Fig. 1: cells colored by class
Fill, decap, tap and diode cells in gray.
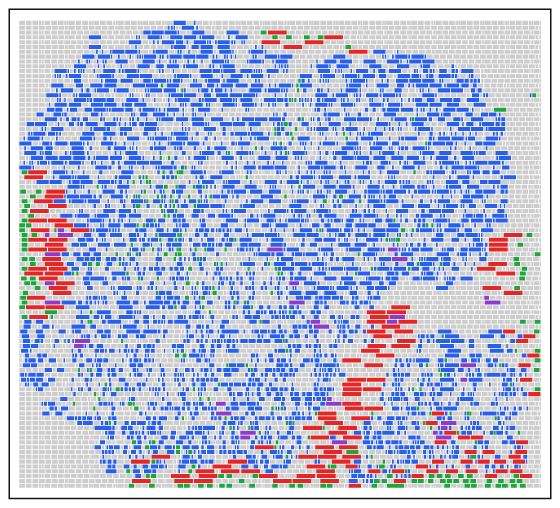
Fig. 2: signal metal coverage by tile
The die is cut into 30 by 28 equal tiles; dark blue is low, red is high, scaled to the fullest tile. Values are wire area over tile area, all layers added.
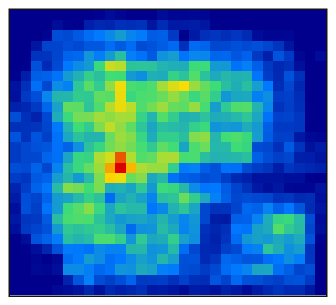
Fig. 3: placed standard cells
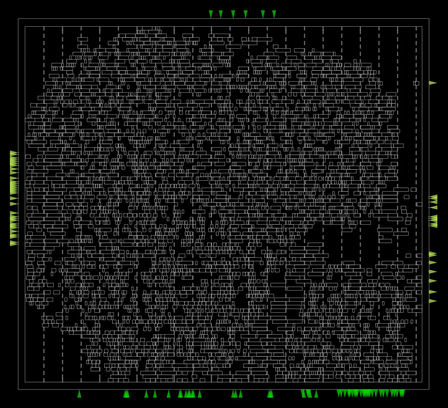
Fig. 4: power grid
Bar = 100 µm. Pins as bars on the die edge. Tap cells in gray.
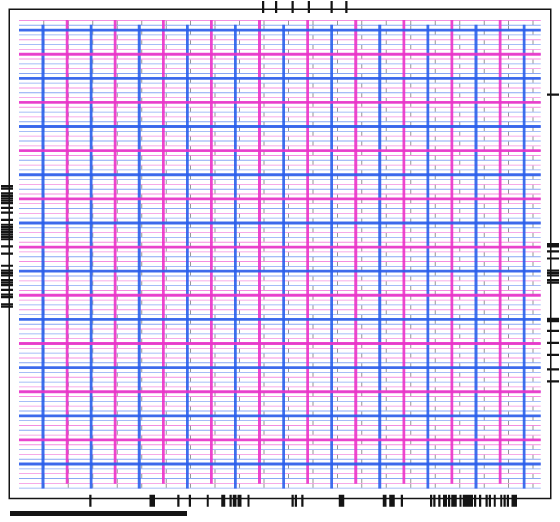
<file path="config.mk">
export PLATFORM = sky130hd
export DESIGN_NAME = fpu_seq
export DESIGN_NICKNAME = d
export VERILOG_FILES = /design/src/rtl/fpu_seq.sv
export SDC_FILE = /design/constraint.sdc
export NUM_CORES = 2
export LEC_CHECK = 0
export CORE_ASPECT_RATIO = 0.9
export CORE_MARGIN = 5
export CORE_UTILIZATION = 41
export DETAILED_ROUTE_END_ITERATION = 10
export GPL_TIMING_DRIVEN = 0
export PLACE_DENSITY = 0.57
export SYNTH_ARGS = -nofsm -noshare
export SYNTH_HDL_FRONTEND = slang
export SYNTH_SLANG_ARGS = --single-unit
</file>
<file path="constraint.sdc">
create_clock -name clk -period 12.36 [get_ports clk]
set_clock_uncertainty 0.15 [all_clocks]
set_input_delay 1.854 -clock clk [delete_from_list [all_inputs] [get_ports clk]]
set_output_delay 1.854 -clock clk [all_outputs]
set_load 0.05 [all_outputs]
</file>
<file path="src/rtl/fpu_seq.sv">
// Handshaked IEEE-754-style floating-point unit: add/sub/mul at fixed latency, iterative restoring div.
// Optional divider datapath is built only when the macro FPU_DIV_EN is defined.
module fpu_seq #(
    parameter int EXP_W = 8,
    parameter int MAN_W = 23
) (
    input  logic                   clk,
    input  logic                   rst,
    input  logic                   in_valid,
    output logic                   in_ready,
    input  logic [EXP_W+MAN_W:0]   a,
    input  logic [EXP_W+MAN_W:0]   b,
    input  logic [1:0]             opcode,
    output logic                   out_valid,
    input  logic                   out_ready,
    output logic [EXP_W+MAN_W:0]   result,
    output logic [3:0]             flags
);
    localparam int W  = 1 + EXP_W + MAN_W;
    localparam int SW = MAN_W + 1;
    localparam int AW = MAN_W + 4;
    localparam int NW = MAN_W + 5;
    localparam int XW = EXP_W + 2;
    localparam int LW = $clog2(NW);
    localparam logic [XW-1:0] BIAS = XW'((1 << (EXP_W - 1)) - 1);
    localparam logic [XW-1:0] EMAX = XW'((1 << EXP_W) - 1);
    localparam logic [1:0] OP_ADD = 2'b00, OP_SUB = 2'b01, OP_DIV = 2'b10, OP_MUL = 2'b11;
    localparam logic [W-1:0] QNAN = {1'b0, {EXP_W{1'b1}}, 1'b1, {(MAN_W-1){1'b0}}};
    localparam logic [W-2:0] INF_MAG = {{EXP_W{1'b1}}, {MAN_W{1'b0}}};

    typedef enum logic [1:0] {IDLE, EXEC, NORM, DONE} state_t;
    state_t state, state_n;

    logic [W-1:0] a_r, b_r;
    logic [1:0]   op_r;

    // Unpack the latched operands; denormals flush to zero with their sign kept.
    logic sa, sb, sbe, a_zero, b_zero, a_inf, b_inf, a_nan, b_nan;
    logic [EXP_W-1:0] ea, eb;
    logic [SW-1:0]    ma, mb;
    assign sa     = a_r[W-1];
    assign sb     = b_r[W-1];
    assign ea     = a_r[W-2:MAN_W];
    assign eb     = b_r[W-2:MAN_W];
    assign a_zero = (ea == '0);
    assign b_zero = (eb == '0);
    assign a_inf  = (ea == '1) && (a_r[MAN_W-1:0] == '0);
    assign b_inf  = (eb == '1) && (b_r[MAN_W-1:0] == '0);
    assign a_nan  = (ea == '1) && (a_r[MAN_W-1:0] != '0);
    assign b_nan  = (eb == '1) && (b_r[MAN_W-1:0] != '0);
    assign ma     = a_zero ? '0 : {1'b1, a_r[MAN_W-1:0]};
    assign mb     = b_zero ? '0 : {1'b1, b_r[MAN_W-1:0]};
    assign sbe    = (op_r == OP_SUB) ? ~sb : sb;

    logic             a_big, s_big;
    logic [EXP_W-1:0] e_big, e_small, diff;
    logic [AW-1:0]    m_big, m_small, m_align, lost_mask;
    logic [NW-1:0]    sum;
    logic [2*SW-1:0]  prod;

    always_comb begin
        a_big     = (a_r[W-2:0] >= b_r[W-2:0]);
        s_big     = a_big ? sa : sbe;
        e_big     = a_big ? ea : eb;
        e_small   = a_big ? eb : ea;
        m_big     = a_big ? {ma, 3'b000} : {mb, 3'b000};
        m_small   = a_big ? {mb, 3'b000} : {ma, 3'b000};
        diff      = e_big - e_small;
        lost_mask = ~({AW{1'b1}} << diff);
        if (32'(diff) > MAN_W + 3)
            m_align = '0;
        else
            m_align = (m_small >> diff) | {{(AW-1){1'b0}}, |(m_small & lost_mask)};
        if (sa ^ sbe)
            sum = {1'b0, m_big} - {1'b0, m_align};
        else
            sum = {1'b0, m_big} + {1'b0, m_align};
        prod = ma * mb;
    end

`ifdef FPU_DIV_EN
    localparam int CW = $clog2(MAN_W + 2);
    logic [CW-1:0] cnt;
    logic [SW:0]   rem_r, rem_cur, rem_sub, rem_n, q_r, q_cur, q_n;
    logic          q_bit, div_last;

    // One restoring step per EXEC cycle; the first step seeds from the dividend significand.
    always_comb begin
        rem_cur  = (cnt == '0) ? {1'b0, ma} : rem_r;
        q_cur    = (cnt == '0) ? '0 : q_r;
        q_bit    = (rem_cur >= {1'b0, mb});
        rem_sub  = q_bit ? (rem_cur - {1'b0, mb}) : rem_cur;
        rem_n    = rem_sub << 1;
        q_n      = (q_cur << 1) | {{SW{1'b0}}, q_bit};
        div_last = (cnt == CW'(MAN_W + 1));
    end

    always_ff @(posedge clk) begin
        if (state == IDLE)
            cnt <= '0;
        else if (state == EXEC) begin
            cnt   <= cnt + 1'b1;
            rem_r <= rem_n;
            q_r   <= q_n;
        end
    end
`endif

    logic             x_sign, x_spec;
    logic [XW-1:0]    x_exp;
    logic [NW-1:0]    x_buf;
    logic [W-1:0]     x_spec_res;
    logic [3:0]       x_spec_flags;

    // Datapath result in a common buffer: leading one nominally at bit MAN_W+3, carry above it.
    always_comb begin
        x_sign       = sa ^ sb;
        x_exp        = '0;
        x_buf        = '0;
        x_spec       = 1'b0;
        x_spec_res   = '0;
        x_spec_flags = '0;
        case (op_r)
            OP_ADD, OP_SUB: begin
                x_sign = (sum == '0) ? (sa & sbe) : s_big;
                x_exp  = XW'(e_big);
                x_buf  = sum;
            end
            OP_MUL: begin
                x_exp = XW'(ea) + XW'(eb) - BIAS;
                x_buf = NW'(prod >> (MAN_W - 3));
            end
            default: begin
`ifdef FPU_DIV_EN
                x_exp = XW'(ea) - XW'(eb) + BIAS;
                x_buf = {1'b0, q_n, 2'b00};
`endif
            end
        endcase

        if (a_nan || b_nan) begin
            x_spec = 1'b1; x_spec_res = QNAN; x_spec_flags = 4'b1000;
        end else begin
            case (op_r)
                OP_ADD, OP_SUB: begin
                    if (a_inf && b_inf && (sa != sbe)) begin
                        x_spec = 1'b1; x_spec_res = QNAN; x_spec_flags = 4'b1000;
                    end else if (a_inf) begin
                        x_spec = 1'b1; x_spec_res = {sa, INF_MAG};
                    end else if (b_inf) begin
                        x_spec = 1'b1; x_spec_res = {sbe, INF_MAG};
                    end
                end
                OP_MUL: begin
                    if ((a_inf && b_zero) || (a_zero && b_inf)) begin
                        x_spec = 1'b1; x_spec_res = QNAN; x_spec_flags = 4'b1000;
                    end else if (a_inf || b_inf) begin
                        x_spec = 1'b1; x_spec_res = {sa ^ sb, INF_MAG};
                    end
                end
                default: begin
`ifdef FPU_DIV_EN
                    if ((a_zero && b_zero) || (a_inf && b_inf)) begin
                        x_spec = 1'b1; x_spec_res = QNAN; x_spec_flags = 4'b1000;
                    end else if (a_inf) begin
                        x_spec = 1'b1; x_spec_res = {sa ^ sb, INF_MAG};
                    end else if (b_zero) begin
                        x_spec = 1'b1; x_spec_res = {sa ^ sb, INF_MAG}; x_spec_flags = 4'b0100;
                    end else if (b_inf) begin
                        x_spec = 1'b1; x_spec_res = {sa ^ sb, {(W-1){1'b0}}};
                    end
`else
                    x_spec = 1'b1; x_spec_res = QNAN; x_spec_flags = 4'b1000;
`endif
                end
            endcase
        end
    end

    logic             n_sign, n_spec;
    logic [XW-1:0]    n_exp, e_norm;
    logic [NW-1:0]    n_buf;
    logic [W-1:0]     n_spec_res, norm_res;
    logic [3:0]       n_spec_flags, norm_flags;
    logic [LW-1:0]    lead, sh;
    logic [MAN_W-1:0] frac;

    // Leading-one normalise, truncate, then range-check; special values win.
    always_comb begin
        lead = '0;
        for (int i = 0; i < NW; i++)
            if (n_buf[i]) lead = LW'(i);
        sh = LW'(MAN_W + 3) - lead;
        if (n_buf[NW-1]) begin
            frac   = n_buf[MAN_W+3:4];
            e_norm = n_exp + XW'(1);
        end else begin
            frac   = MAN_W'((n_buf << sh) >> 3);
            e_norm = n_exp - XW'(sh);
        end
        norm_flags = 4'b0000;
        if (n_spec) begin
            norm_res   = n_spec_res;
            norm_flags = n_spec_flags;
        end else if (n_buf == '0) begin
            norm_res = {n_sign, {(W-1){1'b0}}};
        end else if (!e_norm[XW-1] && (e_norm >= EMAX)) begin
            norm_res   = {n_sign, INF_MAG};
            norm_flags = 4'b0010;
        end else if (e_norm[XW-1] || (e_norm == '0)) begin
            norm_res   = {n_sign, {(W-1){1'b0}}};
            norm_flags = 4'b0001;
        end else begin
            norm_res = {n_sign, e_norm[EXP_W-1:0], frac};
        end
    end

    always_comb begin
        state_n = state;
        case (state)
            IDLE: if (in_valid) state_n = EXEC;
`ifdef FPU_DIV_EN
            EXEC: if ((op_r != OP_DIV) || div_last) state_n = NORM;
`else
            EXEC: state_n = NORM;
`endif
            NORM: state_n = DONE;
            DONE: if (out_ready) state_n = IDLE;
            default: state_n = IDLE;
        endcase
    end

    assign in_ready  = (state == IDLE);
    assign out_valid = (state == DONE);

    always_ff @(posedge clk) begin
        if (rst) begin
            state  <= IDLE;
            result <= '0;
            flags  <= '0;
        end else begin
            state <= state_n;
            if (state == NORM) begin
                result <= norm_res;
                flags  <= norm_flags;
            end
        end
    end

    always_ff @(posedge clk) begin
        if (state == IDLE && in_valid) begin
            a_r  <= a;
            b_r  <= b;
            op_r <= opcode;
        end
        if (state == EXEC) begin
            n_sign       <= x_sign;
            n_exp        <= x_exp;
            n_buf        <= x_buf;
            n_spec       <= x_spec;
            n_spec_res   <= x_spec_res;
            n_spec_flags <= x_spec_flags;
        end
    end
endmodule

</file>
==> flow_summary.yaml <==
# physical design summary
run_status:
  outcome: "complete, no violations"
worst_setup_path:
  endpoint: "n_buf[26]"
  r2r_slack_ps: 190
  reg2reg_depth: 40
  cp.required_ps: 12440
  cp-end-kind: "register"
layout:
  fillers: 7722
  drive_gt1_share_pct: 5.99
  final_cell_mix: "inv_1 (590), nand2_1 (528), fa_1 (483)"
  n_all_inverters: 601
  clk_share_pct: 1.77
die:
  fp_util_pct: 41.2
worst_hold_path:
  worstHoldStart: "result[13]"
  holdPathStages: 2
clocking:
  htree_levels: 4
  cts_root_buf: "clkbuf_16"
  holdBufCountCts: 0
place:
  preCtsSetupSlack_ps: -1770
  port-buffer-count: 105
detailed_routing:
  wl_met2_um: 53300
  drt-total-wl_um: 132000
  num_vias: 29200
grt:
  gr-usage-all-layers_pct: 31.2
  busiest_layer: "met2"
flow_run:
  timing.max_cap.violations: 0
logic_synthesis:
  ys_cells: 3715
  syn_area_um2: 32000
sta:
  period_needed_ps: 12170
  worst_slack_ps: 186
-- Fig. 1 (at the start) --
Key: green = remaining buffers and delay cells [cells 333, share of their area 6.3%]; blue = combinational and other logic [cells 3344, share of their area 80%]; purple = clock drivers and dummy loads [cells 32, share of their area 1.8%]; red = sequential cells [cells 146, share of their area 12%]
post-route cell area: 35400 µm²
core box area: 77700 µm²
flop share of the area: 11.3%
Final Util: 45.5%

-- Fig. 2 (at the start) --
13% of the tiles are over half the peak. The emptiest ninth of the die: upper right. The mean over all tiles is 0.27. The fullest tile reaches 1.1. 14% of the tiles are nearly empty.

-- Fig. 3 (at the start) --
FF+latch count: 146
tap cells: 1039

-- Fig. 4 (at the start) --
Key: magenta = VDD; blue = VSS
21 straps on met4. 108 signal pins sit on the boundary.
Horiz. Die Dim: 305 µm
Die Y: 275 µm

